## config.mk

```make
export PLATFORM = sky130hd
export DESIGN_NAME = regfile_mp_flat
export DESIGN_NICKNAME = d
export VERILOG_FILES = /design/src/rtl/regfile_pkg.sv /design/src/rtl/regfile_if.sv /design/src/rtl/regfile_clr_seq.sv /design/src/rtl/regfile_mp.sv /design/src/flat_wrapper.sv
export SDC_FILE = /design/constraint.sdc
export NUM_CORES = 1
export LEC_CHECK = 0
export CAP_MARGIN = 20
export CORE_UTILIZATION = 40
export DETAILED_ROUTE_END_ITERATION = 10
export PLACE_DENSITY = 0.53
export SLEW_MARGIN = 20
export SYNTH_ARGS = -nofsm -noshare
export SYNTH_HDL_FRONTEND = slang
export SYNTH_HIERARCHICAL = 1
export SYNTH_SLANG_ARGS = --single-unit
```

## constraint.sdc

```tcl
create_clock -name clk -period 2.8 [get_ports clk]
set_input_delay 0.42 -clock clk [delete_from_list [all_inputs] [get_ports clk]]
set_output_delay 0.42 -clock clk [all_outputs]
set_load 0.1 [all_outputs]
```

## src/rtl/regfile_pkg.sv

```systemverilog
// Shared types and sizing helpers for the multi-port register file.
package regfile_pkg;

   localparam int DATA_W_DEF = 16;
   localparam int DEPTH_DEF  = 16;

   typedef enum logic {
      CLEAR = 1'b0,
      READY = 1'b1
   } rf_state_t;

   function automatic int rf_aw(input int depth);
      return (depth < 2) ? 1 : $clog2(depth);
   endfunction

endpackage

```

## src/rtl/regfile_if.sv

```systemverilog
// Read/write/clear bundle between a register-file client (master) and the register file (slave).
interface regfile_if
   import regfile_pkg::*;
#(
   parameter int DATA_W = DATA_W_DEF,
   parameter int AW     = rf_aw(DEPTH_DEF),
   parameter int NUM_RD = 3
) ();

   logic                     clr;
   logic                     ready;
   logic                     rd_en;
   logic [NUM_RD*AW-1:0]     rd_addr;
   logic [NUM_RD*DATA_W-1:0] rd_data;
   logic                     rd_valid;
   logic                     wr_en;
   logic [AW-1:0]            wr_addr;
   logic [DATA_W-1:0]        wr_data;

   modport master (
      output clr, rd_en, rd_addr, wr_en, wr_addr, wr_data,
      input  ready, rd_data, rd_valid
   );

   modport slave (
      input  clr, rd_en, rd_addr, wr_en, wr_addr, wr_data,
      output ready, rd_data, rd_valid
   );

endinterface

```

## src/rtl/regfile_clr_seq.sv

```systemverilog
// Clear sequencer: walks every entry writing zero after reset or a clr pulse, then reports ready.
module regfile_clr_seq
   import regfile_pkg::*;
#(
   parameter int DEPTH = DEPTH_DEF,
   parameter int AW    = rf_aw(DEPTH)
) (
   input  logic          clk,
   input  logic          rst_n,
   input  logic          clr,
   output logic          ready,
   output logic          clr_we,
   output logic [AW-1:0] clr_addr
);

   rf_state_t     state_q, state_d;
   logic [AW-1:0] addr_q, addr_d;

   always_ff @(posedge clk) begin
      if (!rst_n) begin
         state_q <= CLEAR;
         addr_q  <= '0;
      end else begin
         state_q <= state_d;
         addr_q  <= addr_d;
      end
   end

   always_comb begin
      state_d = state_q;
      addr_d  = addr_q;
      ready   = 1'b0;
      clr_we  = 1'b0;
      case (state_q)
         CLEAR: begin
            clr_we = 1'b1;
            if (addr_q == AW'(DEPTH - 1)) begin
               state_d = READY;
               addr_d  = '0;
            end else begin
               addr_d = addr_q + AW'(1);
            end
         end
         READY: begin
            ready = 1'b1;
            if (clr) begin
               state_d = CLEAR;
               addr_d  = '0;
            end
         end
         default: begin
            state_d = CLEAR;
            addr_d  = '0;
         end
      endcase
   end

   assign clr_addr = addr_q;

endmodule

```

## src/rtl/regfile_mp.sv

```systemverilog
// Multi-port register file: NUM_RD registered read ports (1-cycle latency), one write port, self-clearing.
// REGFILE_BYPASS_EN selects write-first same-cycle reads; otherwise reads are read-first.
module regfile_mp
   import regfile_pkg::*;
#(
   parameter int DATA_W   = DATA_W_DEF,
   parameter int DEPTH    = DEPTH_DEF,
   parameter int NUM_RD   = 3,
   parameter int ZERO_REG = 0
) (
   input  logic      clk,
   input  logic      rst_n,
   regfile_if.slave  bus
);

   localparam int AW = rf_aw(DEPTH);

   logic                     ready;
   logic                     clr_we;
   logic [AW-1:0]            clr_addr;
   logic                     user_ok;
   logic                     wr_zero;
   logic [DATA_W-1:0]        mem [DEPTH];
   logic [NUM_RD*DATA_W-1:0] rd_next;

   regfile_clr_seq #(
      .DEPTH (DEPTH),
      .AW    (AW)
   ) u_clr_seq (
      .clk      (clk),
      .rst_n    (rst_n),
      .clr      (bus.clr),
      .ready    (ready),
      .clr_we   (clr_we),
      .clr_addr (clr_addr)
   );

   assign bus.ready = ready;

   // A clr pulse accepted in READY swallows any user access in the same cycle.
   assign user_ok = ready & ~bus.clr;
   assign wr_zero = (ZERO_REG != 0) && (bus.wr_addr == '0);

   always_ff @(posedge clk) begin
      if (clr_we) begin
         mem[clr_addr] <= '0;
      end else if (user_ok && bus.wr_en && !wr_zero) begin
         mem[bus.wr_addr] <= bus.wr_data;
      end
   end

   for (genvar i = 0; i < NUM_RD; i++) begin : g_rd
      logic [AW-1:0]     addr;
      logic [DATA_W-1:0] nxt;

      assign addr = bus.rd_addr[i*AW +: AW];

      always_comb begin
         nxt = mem[addr];
`ifdef REGFILE_BYPASS_EN
         if (bus.wr_en && (bus.wr_addr == addr)) nxt = bus.wr_data;
`endif
         // The hardwired zero wins over the bypass path as well.
         if ((ZERO_REG != 0) && (addr == '0)) nxt = '0;
      end

      assign rd_next[i*DATA_W +: DATA_W] = nxt;
   end

   always_ff @(posedge clk) begin
      if (!rst_n) begin
         bus.rd_data  <= '0;
         bus.rd_valid <= 1'b0;
      end else begin
         bus.rd_valid <= user_ok & bus.rd_en;
         if (user_ok && bus.rd_en) bus.rd_data <= rd_next;
      end
   end

endmodule

```

## src/flat_wrapper.sv

```systemverilog
// flat-port wrapper written by rule: the top's interface ports become plain ports
module regfile_mp_flat import regfile_pkg::*;
#(
   parameter int DATA_W   = DATA_W_DEF,
   parameter int DEPTH    = DEPTH_DEF,
   parameter int NUM_RD   = 3,
   parameter int ZERO_REG = 0
)
  (clk, rst_n, bus_clr, bus_rd_en, bus_rd_addr, bus_wr_en, bus_wr_addr, bus_wr_data, bus_ready, bus_rd_data, bus_rd_valid);
  regfile_if #(.DATA_W(DATA_W), .AW(4), .NUM_RD(NUM_RD)) bus_i ();
  input  logic clk;
  input  logic rst_n;
  input wire logic [$bits(bus_i.clr)-1:0] bus_clr;
  input wire logic [$bits(bus_i.rd_en)-1:0] bus_rd_en;
  input wire logic [$bits(bus_i.rd_addr)-1:0] bus_rd_addr;
  input wire logic [$bits(bus_i.wr_en)-1:0] bus_wr_en;
  input wire logic [$bits(bus_i.wr_addr)-1:0] bus_wr_addr;
  input wire logic [$bits(bus_i.wr_data)-1:0] bus_wr_data;
  output wire logic [$bits(bus_i.ready)-1:0] bus_ready;
  output wire logic [$bits(bus_i.rd_data)-1:0] bus_rd_data;
  output wire logic [$bits(bus_i.rd_valid)-1:0] bus_rd_valid;
  assign bus_i.clr = bus_clr;
  assign bus_i.rd_en = bus_rd_en;
  assign bus_i.rd_addr = bus_rd_addr;
  assign bus_i.wr_en = bus_wr_en;
  assign bus_i.wr_addr = bus_wr_addr;
  assign bus_i.wr_data = bus_wr_data;
  assign bus_ready = bus_i.ready;
  assign bus_rd_data = bus_i.rd_data;
  assign bus_rd_valid = bus_i.rd_valid;
  regfile_mp #(.DATA_W(DATA_W), .DEPTH(DEPTH), .NUM_RD(NUM_RD), .ZERO_REG(ZERO_REG)) u_core (.clk(clk), .rst_n(rst_n), .bus(bus_i));
endmodule
```

Figure 1. Routed metal, one colour a layer (run 1).
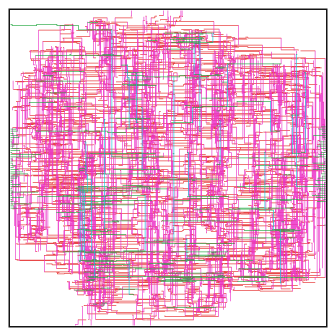
| colour | layer | wire length |
|---|---|---|
| red | met1 | 20.1 mm |
| magenta | met2 | 23.6 mm |
| green | met3 | 3130 um |
| cyan | met4 | 1110 um |

Figure 2. Clock distribution (run 1).
Bar = 50 um.
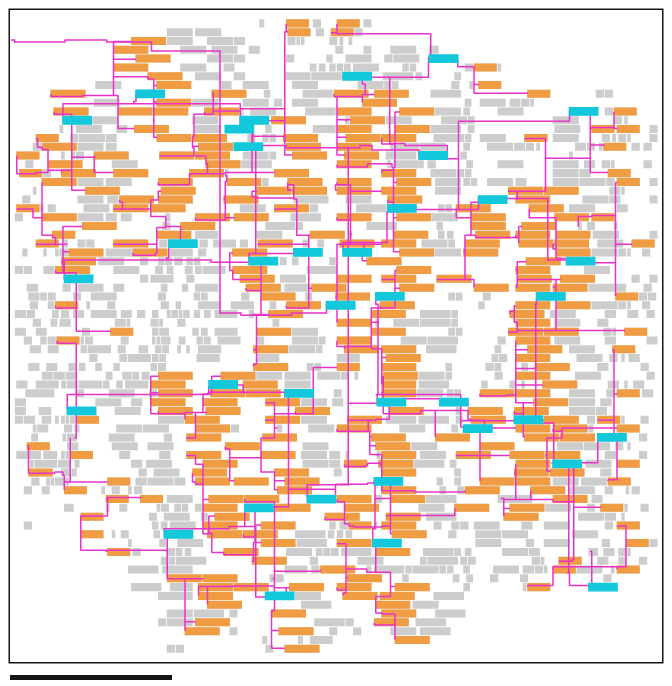
[cyan] cells driving clock nets | count: 36
[magenta] clock wires | length: 4090 um
[orange] flip-flops | count: 310
routed clock nets: 37

Figure 3. Placed cells, one colour a class (run 1).
Fill, decap, tap and diode cells in grey.
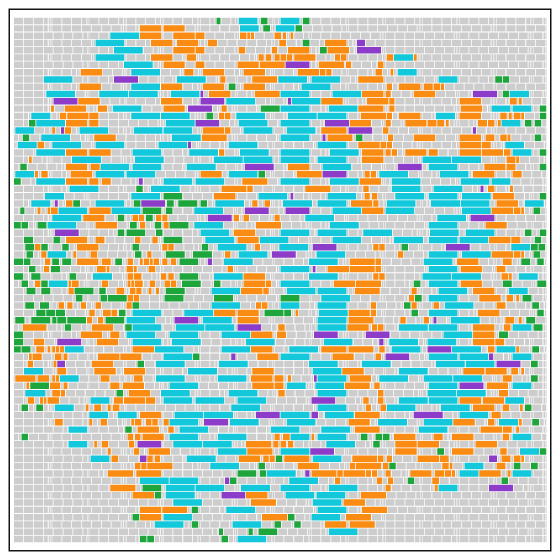
| colour | class | cells | share of their area |
|---|---|---|---|
| cyan | flops | 310 | 48% |
| green | other buffers and delay cells | 173 | 9.2% |
| orange | all other logic | 522 | 37% |
| purple | clock drivers and dummy loads | 63 | 6.1% |
number of cell rows: 72
post-route core utilization: 48.6%
placeable core area: 38900 um^2
final instance area: 18900 um^2
fraction of standard cell area that is sequential: 46.4%

==> run_summary.xml, run 1 <==
<?xml version="1.0" encoding="UTF-8"?>
<metrics>
  <group name="detailed_routing">
    <metric name="dr.first_iter.drc_count" unit="">923</metric>
    <metric name="dr_total_vias" unit="">9817</metric>
    <metric name="postRouteWirelength" unit="um">47900</metric>
    <metric name="top_signal_layer_used" unit="">met4</metric>
    <metric name="met2_wirelength" unit="um">23600</metric>
  </group>
  <group name="setup_path">
    <metric name="cp_data_required_time" unit="ns">3.07</metric>
    <metric name="cell_with_the_biggest_individual_delay_on_the_critical_path" unit="">dfxtp_2</metric>
    <metric name="cp_slowest_stage_delay" unit="ns">0.45</metric>
    <metric name="worst-endpoint-arrival" unit="ns">2.57</metric>
    <metric name="cp_cell_sequence" unit="">inv_1 -&gt; nor4bb_4 -&gt; buf_12 -&gt; nor3_1 -&gt; a31oi_1 -&gt; nor2_2 -&gt; buf_4</metric>
    <metric name="worstSetupStartpoint" unit="">u_core/u_clr_seq/state_q</metric>
  </group>
  <group name="global_routing">
    <metric name="grt_overflow_total" unit="">0</metric>
    <metric name="top_usage_layer" unit="">met2</metric>
    <metric name="first_global_vias" unit="">9939</metric>
  </group>
  <group name="synth">
    <metric name="post_synth_ao_oa_area_fraction" unit="%">4.99</metric>
    <metric name="topCombFamilyByArea" unit="">multiplexers</metric>
    <metric name="post_synth_num_cell_types" unit="">36</metric>
    <metric name="cells_after_synth" unit="">914</metric>
  </group>
  <group name="cts">
    <metric name="cts.clk_slew.worst_paths" unit="ns">0.06</metric>
    <metric name="clk_root_buffer_cell" unit="">clkbuf_16</metric>
    <metric name="clkLatencyLatePin" unit="ns">0.52</metric>
    <metric name="cts-root-to-sink-buffers" unit="">3</metric>
    <metric name="cts_tree" unit="">yes</metric>
  </group>
  <group name="timing">
    <metric name="timing_worst_slew_pin_value" unit="ns">0.765</metric>
    <metric name="report.final.slew_viol_count" unit="">0</metric>
    <metric name="period_minus_slack" unit="ns">2.30</metric>
    <metric name="max-slew-margin-rel" unit="%">49.0</metric>
    <metric name="setup_ws" unit="ns">0.502</metric>
  </group>
  <group name="outcome">
    <metric name="status" unit="">finished clean</metric>
  </group>
  <group name="cells_and_area">
    <metric name="sequential_cell_total" unit="">310</metric>
    <metric name="layout.comb_gates.multi_input" unit="">514</metric>
    <metric name="sequential_cell_area" unit="um^2">8770</metric>
    <metric name="antenna_cells" unit="">0</metric>
    <metric name="commonest_cells_after_routing_fill_and_taps_aside" unit="">256 x edfxtp_1, 150 x mux4_2, 115 x buf_4</metric>
  </group>
  <group name="power_and_ir_drop">
    <metric name="power.static_leakage" unit="nW">6.53</metric>
    <metric name="irDropWorstVdd" unit="mV">0.372</metric>
    <metric name="top_power_group" unit="">registers</metric>
  </group>
  <group name="job">
    <metric name="stage_log_warnings" unit="">27</metric>
  </group>
  <group name="floorplanning">
    <metric name="floorplan.die_area" unit="um^2">40500</metric>
  </group>
  <group name="placed_design">
    <metric name="port_buffers" unit="">86</metric>
  </group>
  <group name="worst_hold_path">
    <metric name="hold-path-cell-count" unit="">3</metric>
  </group>
</metrics>
==> run 2, diff against run 1 <==
--- a/config.mk
+++ b/config.mk
@@ -8,7 +8,7 @@
 export CAP_MARGIN = 20
 export CORE_UTILIZATION = 40
 export DETAILED_ROUTE_END_ITERATION = 10
-export PLACE_DENSITY = 0.53
+export PLACE_DENSITY = 0.55
 export SLEW_MARGIN = 20
 export SYNTH_ARGS = -nofsm -noshare
 export SYNTH_HDL_FRONTEND = slang
==> constraint.sdc (replaced) <==
create_clock -name clk -period 2.1 [get_ports clk]
set_input_delay 0.315 -clock clk [delete_from_list [all_inputs] [get_ports clk]]
set_output_delay 0.315 -clock clk [all_outputs]
set_load 0.1 [all_outputs]
Figure 4. Clock distribution (run 2).
Bar = 50 um.
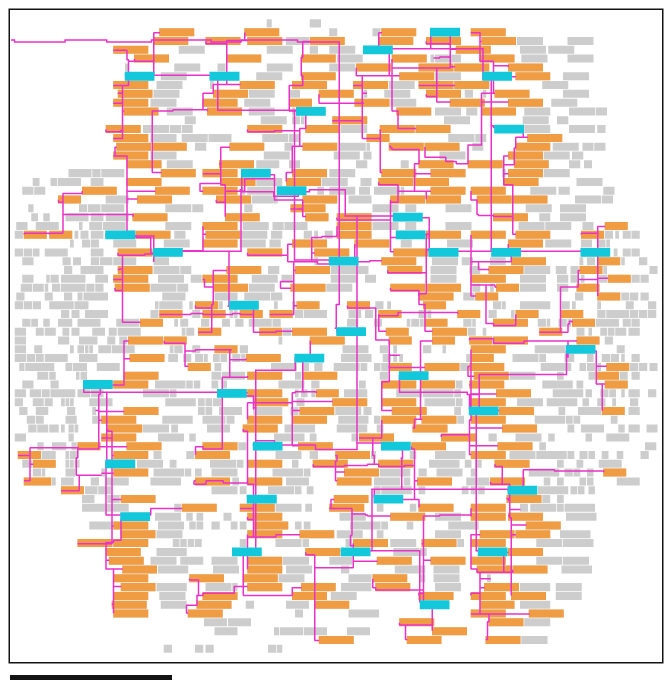
[orange] flip-flops | count: 310
[cyan] cells driving clock nets | count: 36
[magenta] clock wires | length: 3960 um
flops lie: widely spread
Clock Latency Late Sink: 0.52 ns
Clock Skew: 0.0198 ns
fraction of power consumed by the clock network: 41.2%

==> run 2 against run 1 <==
Power rose by 32%; flip-flop count did not move; count of clock-buffer cells in the layout rose by 11; non-clock buffer count rose by 29; clock skew rose by 0.0029 ns; synthesized cell count did not move; register-to-register slack got worse by 0.41 ns; fmax rose by 14%; first-iteration DRC count fell by 23%; routed wire length fell by 4.2%; critical path type unchanged; largest power group unchanged; highest routed layer unchanged.
==> run_summary.xml, run 2 <==
<?xml version="1.0" encoding="UTF-8"?>
<metrics>
  <group name="cts">
    <metric name="post-cts-setup-buffer-count" unit="">0</metric>
    <metric name="cts-root-to-sink-buffers" unit="">3</metric>
    <metric name="cts_h_tree_depth" unit="">2</metric>
    <metric name="cts.clk_slew.worst_paths" unit="ns">0.06</metric>
    <metric name="cts_tree" unit="">yes</metric>
    <metric name="clk_root_buffer_cell" unit="">clkbuf_16</metric>
  </group>
  <group name="power_and_ir_drop">
    <metric name="powerComb" unit="mW">1.37</metric>
    <metric name="power.static_leakage" unit="nW">6.78</metric>
    <metric name="cell_internal_pwr" unit="mW">10.7</metric>
    <metric name="top_power_group" unit="">registers</metric>
    <metric name="seqPwrFrac" unit="%">48.9</metric>
    <metric name="power_switching_share" unit="%">22.6</metric>
    <metric name="irDropWorstVdd" unit="mV">0.431</metric>
  </group>
  <group name="synth">
    <metric name="synth_largest_type_area_fraction" unit="%">48.4</metric>
    <metric name="topCombFamilyByArea" unit="">multiplexers</metric>
    <metric name="cells_after_synth" unit="">914</metric>
    <metric name="post_synth_num_cell_types" unit="">36</metric>
    <metric name="library_cell_with_the_largest_summed_area_after_synthesis" unit="">edfxtp_1</metric>
    <metric name="synthFlopType" unit="">edfxtp_1</metric>
    <metric name="yosys_warnings" unit="">6</metric>
    <metric name="synth.top_cells.by_count" unit="">256 x edfxtp_1, 150 x mux4_2, 55 x a31oi_1</metric>
    <metric name="post_synth_ao_oa_area_fraction" unit="%">4.99</metric>
    <metric name="yosys.area_share.adder" unit="%">0.0787</metric>
    <metric name="post_synth_and_or_nand_nor_area_fraction" unit="%">5.22</metric>
  </group>
  <group name="cells_and_area">
    <metric name="sequential_cell_total" unit="">310</metric>
    <metric name="sequential_cell_area" unit="um^2">8770</metric>
    <metric name="seq_area_share" unit="%">44.6</metric>
    <metric name="antenna_cells" unit="">0</metric>
    <metric name="largest_register_ffs" unit="">256</metric>
    <metric name="final_core_utilization" unit="%">50.5</metric>
    <metric name="number_of_nets_in_the_layout" unit="">1110</metric>
    <metric name="layout.comb_gates.multi_input" unit="">514</metric>
    <metric name="nonClockBufferCount" unit="">202</metric>
    <metric name="mi_logic_area" unit="um^2">6850</metric>
    <metric name="non_clock_buffer_area_share" unit="%">11.7</metric>
    <metric name="final_instance_area" unit="um^2">19700</metric>
    <metric name="commonest_cells_after_routing_fill_and_taps_aside" unit="">256 x edfxtp_1, 150 x mux4_2, 111 x buf_4</metric>
  </group>
  <group name="timing">
    <metric name="timing_worst_slew_pin_value" unit="ns">1.01</metric>
    <metric name="setup_ws" unit="ns">0.0927</metric>
    <metric name="period_minus_slack" unit="ns">2.01</metric>
    <metric name="report.final.slew_viol_count" unit="">0</metric>
    <metric name="max-slew-margin-rel" unit="%">32.5</metric>
  </group>
  <group name="detailed_routing">
    <metric name="met2_wirelength" unit="um">23800</metric>
    <metric name="dr.first_iter.drc_count" unit="">715</metric>
    <metric name="postRouteWirelength" unit="um">45900</metric>
    <metric name="dr_total_vias" unit="">9717</metric>
    <metric name="top_signal_layer_used" unit="">met4</metric>
  </group>
  <group name="floorplanning">
    <metric name="floorplan.die_area" unit="um^2">40500</metric>
    <metric name="coreArea" unit="um^2">38900</metric>
    <metric name="core.rowCount" unit="">72</metric>
  </group>
  <group name="job">
    <metric name="stage_log_warnings" unit="">27</metric>
  </group>
  <group name="global_routing">
    <metric name="top_usage_layer" unit="">met2</metric>
    <metric name="first_global_vias" unit="">10000</metric>
    <metric name="global_route.usage.met3" unit="%">3.17</metric>
    <metric name="aggregate_global_route_resource_usage" unit="%">22.8</metric>
    <metric name="grt_overflow_total" unit="">0</metric>
  </group>
  <group name="worst_hold_path">
    <metric name="hold-path-cell-count" unit="">4</metric>
  </group>
  <group name="setup_path">
    <metric name="worst-endpoint-arrival" unit="ns">2.26</metric>
    <metric name="crit_path_capture" unit="">u_core/mem[8][6]</metric>
    <metric name="cp_data_required_time" unit="ns">2.36</metric>
    <metric name="cp_slowest_stage_delay" unit="ns">0.39</metric>
    <metric name="reg2reg_to" unit="">u_core/mem[8][6]</metric>
    <metric name="cp_cell_sequence" unit="">inv_4 -&gt; nor4bb_4 -&gt; buf_12 -&gt; nor3_1 -&gt; buf_4 -&gt; a31oi_4 -&gt; buf_4 -&gt; nor2_4 -&gt; buf_12</metric>
    <metric name="cell_with_the_biggest_individual_delay_on_the_critical_path" unit="">dfxtp_4</metric>
    <metric name="worstSetupStartpoint" unit="">u_core/u_clr_seq/state_q</metric>
  </group>
  <group name="placed_design">
    <metric name="port_buffers" unit="">86</metric>
    <metric name="place.detailed.hpwl" unit="um">32600</metric>
  </group>
  <group name="outcome">
    <metric name="status" unit="">finished clean</metric>
  </group>
</metrics>
Figure 5. Routed metal, one colour a layer (run 2).
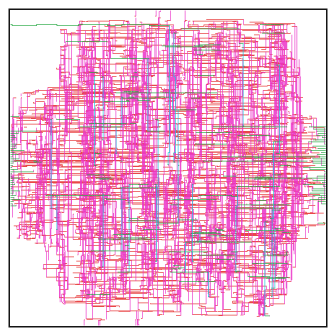
| colour | layer | wire length |
|---|---|---|
| magenta | met2 | 23.8 mm |
| green | met3 | 2130 um |
| cyan | met4 | 1230 um |
| red | met1 | 18700 um |

==> run 3, diff against run 2 <==
--- a/config.mk
+++ b/config.mk
@@ -6,9 +6,9 @@
 export NUM_CORES = 1
 export LEC_CHECK = 0
 export CAP_MARGIN = 20
-export CORE_UTILIZATION = 40
+export CORE_UTILIZATION = 35
 export DETAILED_ROUTE_END_ITERATION = 10
-export PLACE_DENSITY = 0.55
+export PLACE_DENSITY = 0.49
 export SLEW_MARGIN = 20
 export SYNTH_ARGS = -nofsm -noshare
 export SYNTH_HDL_FRONTEND = slang
Figure 6. Placed cells, one colour a class (run 3).
Fill, decap, tap and diode cells in grey.
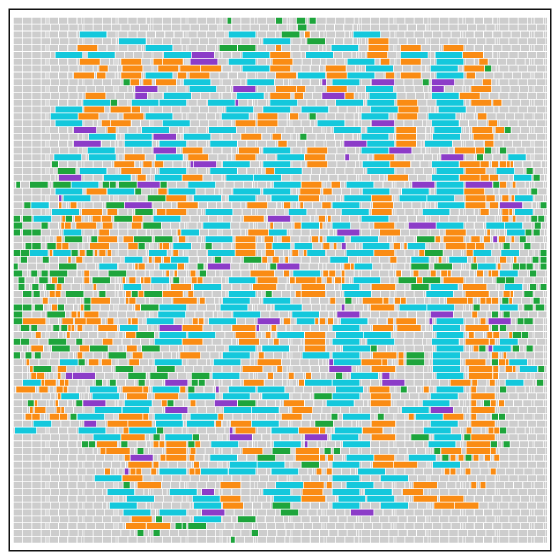
| colour | class | cells | share of their area |
|---|---|---|---|
| orange | all other logic | 522 | 35% |
| green | other buffers and delay cells | 229 | 13% |
| cyan | flops | 310 | 45% |
| purple | clock drivers and dummy loads | 67 | 6.6% |
placeable core area: 44500 um^2
fraction of standard cell area that is sequential: 43.5%
final instance area: 20200 um^2
number of cell rows: 77

==> run 3 against run 2 <==
Design area increased by 2.5%; setup slack improved by 0.021 ns; power increased by 7.8%; non-clock buffer count increased by 27; sequential power about the same; clock skew decreased by 0.0072 ns; fmax increased by 1.1%.
==> run_summary.xml, run 3 <==
<?xml version="1.0" encoding="UTF-8"?>
<metrics>
  <group name="timing">
    <metric name="timing_worst_slew_pin_value" unit="ns">0.691</metric>
    <metric name="period_minus_slack" unit="ns">1.99</metric>
    <metric name="report.final.slew_viol_count" unit="">0</metric>
    <metric name="max-slew-margin-rel" unit="%">53.9</metric>
    <metric name="setup_ws" unit="ns">0.114</metric>
    <metric name="timing.hold.ws" unit="ns">0.456</metric>
    <metric name="clock_skew" unit="ns">0.0125</metric>
  </group>
  <group name="detailed_routing">
    <metric name="postRouteWirelength" unit="um">49500</metric>
    <metric name="dr.first_iter.drc_count" unit="">942</metric>
    <metric name="dr_total_vias" unit="">9962</metric>
    <metric name="top_signal_layer_used" unit="">met4</metric>
    <metric name="met2_wirelength" unit="um">24500</metric>
    <metric name="firstDrtPassIters" unit="">5</metric>
  </group>
  <group name="power_and_ir_drop">
    <metric name="irDropWorstVdd" unit="mV">0.438</metric>
    <metric name="powerComb" unit="mW">1.44</metric>
    <metric name="clkPwrFrac" unit="%">45.1</metric>
    <metric name="power_switching" unit="mW">3.31</metric>
    <metric name="cell_internal_pwr" unit="mW">11.7</metric>
    <metric name="top_power_group" unit="">registers</metric>
    <metric name="seqPwrFrac" unit="%">45.3</metric>
    <metric name="power_switching_share" unit="%">22.1</metric>
  </group>
  <group name="cells_and_area">
    <metric name="commonest_cells_after_routing_fill_and_taps_aside" unit="">256 x edfxtp_1, 150 x mux4_2, 140 x buf_4</metric>
    <metric name="max_flop_register" unit="">u_core/mem</metric>
    <metric name="mi_logic_area" unit="um^2">6840</metric>
    <metric name="sequential_cell_area" unit="um^2">8770</metric>
    <metric name="number_of_nets_in_the_layout" unit="">1138</metric>
    <metric name="layout.comb_gates.multi_input" unit="">514</metric>
    <metric name="antenna_cells" unit="">0</metric>
    <metric name="nonClockBufferCount" unit="">229</metric>
    <metric name="flow.area_growth_from_synthesis" unit="%">26.9</metric>
  </group>
  <group name="worst_hold_path">
    <metric name="min_to" unit="">u_core/bus.rd_data[17]</metric>
    <metric name="hold-path-cell-count" unit="">5</metric>
  </group>
  <group name="global_routing">
    <metric name="first_global_vias" unit="">10300</metric>
    <metric name="global_route.usage.met3" unit="%">2.56</metric>
    <metric name="aggregate_global_route_resource_usage" unit="%">21.7</metric>
    <metric name="grt_overflow_total" unit="">0</metric>
  </group>
  <group name="outcome">
    <metric name="status" unit="">finished clean</metric>
  </group>
  <group name="synth">
    <metric name="synth_largest_type_area_fraction" unit="%">48.4</metric>
    <metric name="post_synth_and_or_nand_nor_area_fraction" unit="%">5.22</metric>
    <metric name="synth.top_cells.by_count" unit="">256 x edfxtp_1, 150 x mux4_2, 55 x a31oi_1</metric>
    <metric name="cells_after_synth" unit="">914</metric>
    <metric name="yosys.area_share.adder" unit="%">0.0787</metric>
    <metric name="library_cell_with_the_largest_summed_area_after_synthesis" unit="">edfxtp_1</metric>
    <metric name="synthFlopType" unit="">edfxtp_1</metric>
    <metric name="yosys_warnings" unit="">6</metric>
    <metric name="post_synth_num_cell_types" unit="">36</metric>
    <metric name="synth-edff-count" unit="">256</metric>
    <metric name="post_synth_ao_oa_area_fraction" unit="%">4.99</metric>
    <metric name="topCombFamilyByArea" unit="">multiplexers</metric>
  </group>
  <group name="placed_design">
    <metric name="routabilityCongestion" unit="">0.807</metric>
    <metric name="place.detailed.hpwl" unit="um">34300</metric>
    <metric name="port_buffers" unit="">86</metric>
  </group>
  <group name="setup_path">
    <metric name="cp_cell_sequence" unit="">inv_4 -&gt; nor4bb_4 -&gt; buf_4 -&gt; a32oi_2 -&gt; nor2_4 -&gt; buf_12</metric>
    <metric name="cell_with_the_biggest_individual_delay_on_the_critical_path" unit="">dfxtp_4</metric>
    <metric name="crit_path_capture" unit="">u_core/mem[0][7]</metric>
    <metric name="cp_slowest_stage_delay" unit="ns">0.37</metric>
    <metric name="cp_data_required_time" unit="ns">2.34</metric>
    <metric name="worstSetupStartpoint" unit="">u_core/u_clr_seq/state_q</metric>
    <metric name="criticalPathCategory" unit="">reg -&gt; reg</metric>
    <metric name="crit_cells" unit="">6</metric>
    <metric name="reg2reg_to" unit="">u_core/mem[0][7]</metric>
  </group>
  <group name="floorplanning">
    <metric name="floorplan.die_area" unit="um^2">46300</metric>
    <metric name="pin_count" unit="">87</metric>
  </group>
  <group name="cts">
    <metric name="cts.clk_slew.worst_paths" unit="ns">0.06</metric>
    <metric name="post-cts-setup-buffer-count" unit="">0</metric>
    <metric name="clkLatencyLatePin" unit="ns">0.54</metric>
    <metric name="clk_root_buffer_cell" unit="">clkbuf_16</metric>
    <metric name="cts_tree" unit="">yes</metric>
    <metric name="cts-root-to-sink-buffers" unit="">3</metric>
  </group>
  <group name="job">
    <metric name="stage_log_warnings" unit="">27</metric>
  </group>
</metrics>
Figure 7. Placement view (run 3).
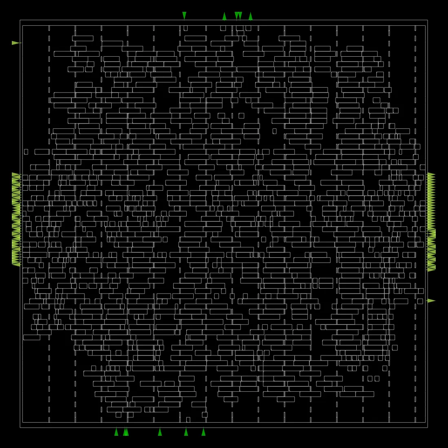
flop count: 310
# Taps: 592
non-filler cells, final: 1720
post-route core utilization: 45.3%

Power is estimated from default activity; no workload was simulated.
